**src/rtl/dmem_arbiter.sv**
```systemverilog
// Two-port round-robin arbiter in front of the core's single-port data memory.
// Port 0 is the load/store unit, port 1 the loader; read data returns one cycle after grant.
module dmem_arbiter #(
    parameter int ADDR_W   = 32,
    parameter int DATA_W   = 32,
    parameter int MAX_LOCK = 8
) (
    input  logic                clk,
    input  logic                reset,
    input  logic [1:0]          req_valid,
    output logic [1:0]          req_ready,
    input  logic [1:0]          req_we,
    input  logic [1:0]          req_lock,
    input  logic [ADDR_W-1:0]   req_addr0,
    input  logic [ADDR_W-1:0]   req_addr1,
    input  logic [DATA_W-1:0]   req_wdata0,
    input  logic [DATA_W-1:0]   req_wdata1,
    input  logic [DATA_W/8-1:0] req_be0,
    input  logic [DATA_W/8-1:0] req_be1,
    output logic [1:0]          rsp_valid,
    output logic [DATA_W-1:0]   rsp_rdata,
    output logic                mem_en,
    output logic                mem_we,
    output logic [ADDR_W-1:0]   mem_addr,
    output logic [DATA_W-1:0]   mem_wdata,
    output logic [DATA_W/8-1:0] mem_be,
    input  logic [DATA_W-1:0]   mem_rdata
);

    localparam logic [7:0] LOCK_MAX = 8'(MAX_LOCK);

    logic       owner_vld;
    logic       owner_id;
    logic       rr_ptr;
    logic [7:0] lock_cnt;
    logic [1:0] rsp_vld_p1;

    logic       gnt_vld_p0;
    logic       gnt_id_p0;
    logic       starved;
    logic       hold;

    function automatic logic [7:0] sat_inc(input logic [7:0] cnt);
        if (cnt >= LOCK_MAX)
            return LOCK_MAX;
        return cnt + 8'd1;
    endfunction

    // Stage p0: grant selection and memory request mux
    always_comb begin
        starved    = owner_vld && (lock_cnt == LOCK_MAX) && req_valid[~owner_id];
        hold       = owner_vld && req_valid[owner_id] && !starved;
        gnt_vld_p0 = 1'b0;
        gnt_id_p0  = 1'b0;
        if (reset) begin
            if (hold) begin
                gnt_vld_p0 = 1'b1;
                gnt_id_p0  = owner_id;
            end else if (starved) begin
                // A starved owner must yield to the waiting port regardless of rr_ptr.
                gnt_vld_p0 = 1'b1;
                gnt_id_p0  = ~owner_id;
            end else begin
                unique case (req_valid)
                    2'b01: begin gnt_vld_p0 = 1'b1; gnt_id_p0 = 1'b0;   end
                    2'b10: begin gnt_vld_p0 = 1'b1; gnt_id_p0 = 1'b1;   end
                    2'b11: begin gnt_vld_p0 = 1'b1; gnt_id_p0 = rr_ptr; end
                    default: ;
                endcase
            end
        end
    end

    always_comb begin
        req_ready = 2'b00;
        mem_en    = gnt_vld_p0;
        mem_we    = 1'b0;
        mem_addr  = '0;
        mem_wdata = '0;
        mem_be    = '0;
        if (gnt_vld_p0) begin
            req_ready[gnt_id_p0] = 1'b1;
            mem_we    = req_we[gnt_id_p0];
            mem_addr  = gnt_id_p0 ? req_addr1  : req_addr0;
            mem_wdata = gnt_id_p0 ? req_wdata1 : req_wdata0;
            mem_be    = gnt_id_p0 ? req_be1    : req_be0;
        end
    end

    // Stage p1: arbitration state and read-response routing
    always_ff @(posedge clk or negedge reset) begin
        if (!reset) begin
            owner_vld  <= 1'b0;
            owner_id   <= 1'b0;
            rr_ptr     <= 1'b0;
            lock_cnt   <= 8'd0;
            rsp_vld_p1 <= 2'b00;
        end else if (gnt_vld_p0) begin
            owner_vld  <= req_lock[gnt_id_p0];
            owner_id   <= gnt_id_p0;
            lock_cnt   <= (owner_vld && owner_id == gnt_id_p0) ? sat_inc(lock_cnt) : 8'd1;
            rr_ptr     <= ~gnt_id_p0;
            rsp_vld_p1 <= req_we[gnt_id_p0] ? 2'b00 : (gnt_id_p0 ? 2'b10 : 2'b01);
        end else begin
            owner_vld  <= 1'b0;
            lock_cnt   <= 8'd0;
            rsp_vld_p1 <= 2'b00;
        end
    end

    assign rsp_valid = rsp_vld_p1;
    assign rsp_rdata = mem_rdata;

endmodule

```
**config.mk**
```make
export PLATFORM = sky130hd
export DESIGN_NAME = dmem_arbiter
export DESIGN_NICKNAME = d
export VERILOG_FILES = /design/src/rtl/dmem_arbiter.sv
export SDC_FILE = /design/constraint.sdc
export NUM_CORES = 1
export LEC_CHECK = 0
export CAP_MARGIN = 20
export CORE_AREA = 2 2 110 112
export DETAILED_ROUTE_END_ITERATION = 10
export DIE_AREA = 0 0 112 114
export SETUP_SLACK_MARGIN = 0.4
export SYNTH_ARGS = -nofsm -noshare
export SYNTH_HDL_FRONTEND = slang
export SYNTH_SLANG_ARGS = --single-unit
export TNS_END_PERCENT = 10
```
**constraint.sdc**
```tcl
create_clock -name clk -period 2.4 [get_ports clk]
set_input_delay 0.24 -clock clk [delete_from_list [all_inputs] [get_ports clk]]
set_output_delay 0.24 -clock clk [all_outputs]
set_load 0.02 [all_outputs]
```
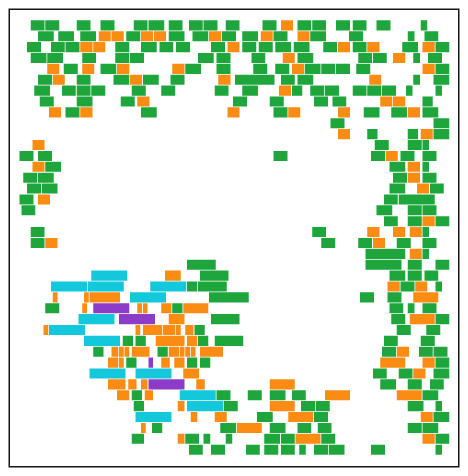
cell_classes.png
Scale: 4 px per um.
all other logic -> orange  # cells 112, share of their area 26%
clock drivers and dummy loads -> purple  # cells 4, share of their area 2.0%
flip-flops -> cyan  # cells 13, share of their area 8.3%
other buffers and delay cells -> green  # cells 242, share of their area 64%

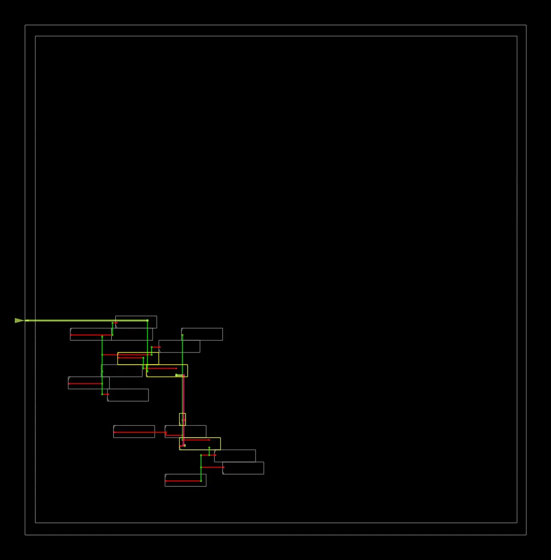
final_clocks.png
flop count: 13
Worst-Skew Late Latency: 240 ps
Final Skew: 3.29 ps

==> deck_impl_summary.md <==
Physical Implementation Snapshot

Detailed routing
  – DR DRC count: 0
  – Number of detailed-route iterations in the first pass: 4
  – Highest metal used: met4
  – WL met1: 3.33 mm
  – Drt total wl: 9.47 mm
  – Routed Antenna Nets: 0
  – Via Count: 2201
  – Via/cell ratio: 4.23
  – DRT iter0 DRCs: 52
  – Wire length per cell: 18.2 um

Final timing
  – Relative slew slack: 63.4%
  – Final setup vio count: 7
  – Max-slew violations: 0
  – Worst Tran Pin Value: 545 ps
  – Hold Fails Final Rpt: 0
  – WHS: 395 ps
  – Period utilization: 101%
  – Sum of negative setup slack: -42.5 ps
  – Fmax: 414 MHz
  – Final Worst Setup Slack: -15.9 ps
  – RSZ-0062 raised after global routing: true
  – Fin crit period: 2420 ps

Logic synthesis
  – Post-Syn Area per Cell: 9.27 um2
  – Synth Seq Share: 20.7%
  – Post-Syn Area: 0.00158 mm2
  – Ys flops: 13
  – Count of different cell masters after synthesis: 31
  – Post-Synth AOI/OAI Area: 43.5%
  – Area fraction in xor and xnor cells: 0.556%
  – Cells after Synth: 170
  – MUX area fraction: 0.715%
  – Yosys chip area: 0.00158 mm2
  – Simple share: 8.26%
  – Yosys warns: 0
  – Top logic cell family in the synthesized netlist: AND-OR/OR-AND gates
  – Cell count listed in synth_stat.txt: 170

Clock network
  – Post-CTS Setup Bufs: 3
  – CTS Sinks: 13
  – Clock Tree Root: clkbuf_16
  – # H-tree levels: 1
  – CTS resizes: 343
  – CTS tree: built
  – Clock Tree Buf Depth: 2
  – # hold bufs at CTS: 0

Worst setup path
  – CP top delay family: AND-OR/OR-AND gates
  – Reg2Reg Depth: 6
  – Crit. End Element: output pin
  – Bufs and invs on worst path: 4
  – Levels on crit path: 9
  – CP startpoint: lock_cnt[0]
  – CP arrival: 2180 ps
  – Critical path data required time: 2160 ps
  – Crit-path max FO: 5

Global route
  – Number of global-route vias before repair: 2204
  – Congestion Overflow GR: 0
  – GRT Overall Usage: 13.0%
  – Initial antenna violation count: 2
  – Largest net degree at the start of global routing: 31
  – First-pass GRT wire length: 12.8 mm

Cells and area
  – # nets final: 550
  – Finished Cell Area: 0.00410 mm2
  – Post-Layout Cell Count: 520
  – Layout area overhead: 160%

Place
  – Inst Count DP: 505
  – Dpl hpwl: 7.15 mm
  – Placer Congestion: 0.748
  – Placed instance area: 0.00383 mm2
  – Number of port buffers: 217

Floorplanning
  – Core ar.: 0.0117 mm2
  – Pre-Place Util: 13.5%
  – Die span in x: 112 um
  – Die H: 114 um
  – Num rows: 40
  – Die area: 0.0128 mm2
  – IO Pins: 282

Job
  – Max cap viols: 0
  – OpenROAD warnings: 30

Power
  – Power Density: 348 mW/mm2
  – VDD IR max: 0.303 mV

Status
  – Failing checks: setup timing
  – Outcome: finished with violations

Hold path
  – Hold Path Class: in2async
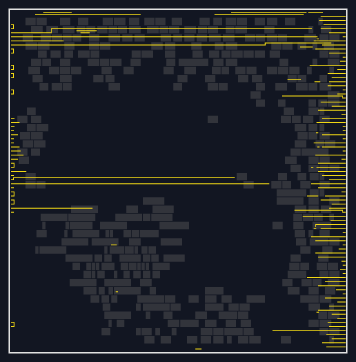
met3.png
Scale: 3 px per um. Cells faint in the background.
share of all routed wire = 13%
wire length on this layer = 1220 um
nets with wire on the layer = 126

[flip-flops by register name, summed over array words and instances, names as in the netlist]
register   cells
owner_id       1
owner_vld      1
lock_cnt       8
rr_ptr         1
rsp_valid      2
[where the power goes]
part / switching, W / total, W / leakage (nW) / internal (W)
clock network: 0.0000855 / 0.000309 / 0.0382 / 0.000223
logic: 0.000358 / 0.000875 / 1.59 / 0.000516
registers: 0.00000779 / 0.000241 / 0.164 / 0.000233
[kinds of logic after synthesis]
| group | after synthesis |
|---|---|
| fa+ha+maj | 2 |
| buf+inv | 53 |
| simple gates | 19 |
| compound gates | 80 |
| flops | 13 |
| other cells | 1 |
| xor+xnor | 1 |
| mux | 1 |
[stage by stage]
stage                     total power, W  util [%]  setup WS, ps
after floorplan                 0.000654         -           377
after global placement           0.00106      32.7          -235
after detailed placement         0.00106      32.7          -250
after CTS                        0.00138      33.2         -75.2
after global routing             0.00149      34.9         -89.9
final                            0.00142      35.0         -15.9
[Yosys cell counts, drive strengths merged]
| library cell | number | area [um2] |
|---|---|---|
| a211oi | 2 | 20.0 |
| a21o | 1 | 7.51 |
| a21oi | 2 | 10.0 |
| a22o | 70 | 613 |
| a31oi | 1 | 6.26 |
| and2 | 1 | 6.26 |
| and3 | 1 | 6.26 |
| and4 | 1 | 8.76 |
| and4b | 1 | 13.8 |
| buf | 48 | 367 |
| conb | 1 | 3.75 |
| dfrtp | 13 | 325 |
| ha | 2 | 25.0 |
| inv | 5 | 18.8 |
| mux2 | 1 | 11.3 |
| nand2 | 3 | 11.3 |
| nand2b | 1 | 6.26 |
| nor2 | 3 | 11.3 |
| nor3 | 4 | 25.0 |
| nor3b | 1 | 7.51 |
| nor4 | 3 | 33.8 |
| o21a | 1 | 7.51 |
| o21ai | 1 | 5.00 |
| o31a | 1 | 8.76 |
| o31ai | 1 | 7.51 |
| xnor2 | 1 | 8.76 |
[final cells by class]
type,instances,area (um2)
diodes,2,5.00
well taps,147,184
repair buffers,242,2490
fillers,1171,7610
flip-flops and latches,13,325
multi-input cells,107,997
inverters,5,18.8
clock buffers,4,78.8
[final timing paths]
kind	slack (ps)	endpoint
min reg2reg	500	rr_ptr
max	-20	mem_addr[20]
min	400	lock_cnt[1]
min in group clk	480	rsp_rdata[20]
max in group asynchronous	1770	rr_ptr
max reg2reg	580	owner_vld
[metal layers]
layer | GRT usage [%] | vias up
met5 | 0 | -
met4 | 2.20 | 0
met3 | 6.91 | 13
met2 | 22.5 | 132
met1 | 14.4 | 1023
li1 | - | 1033
[cell usage in the layout (no fill, tap or decap), types with 2 or more instances in the layout]
master / instances
conb_1: 4
inv_1: 5
buf_4: 18
ha_1: 2
nand2_1: 3
buf_2: 17
diode_2: 2
nor4_1: 2
nor2_1: 3
dfrtp_1: 13
a22o_4: 10
a22o_1: 60
nor3_1: 3
buf_6: 51
clkbuf_16: 5
clkdlybuf4s50_1: 145
buf_16: 3
buf_12: 5
Power is estimated from default activity; no workload was simulated.
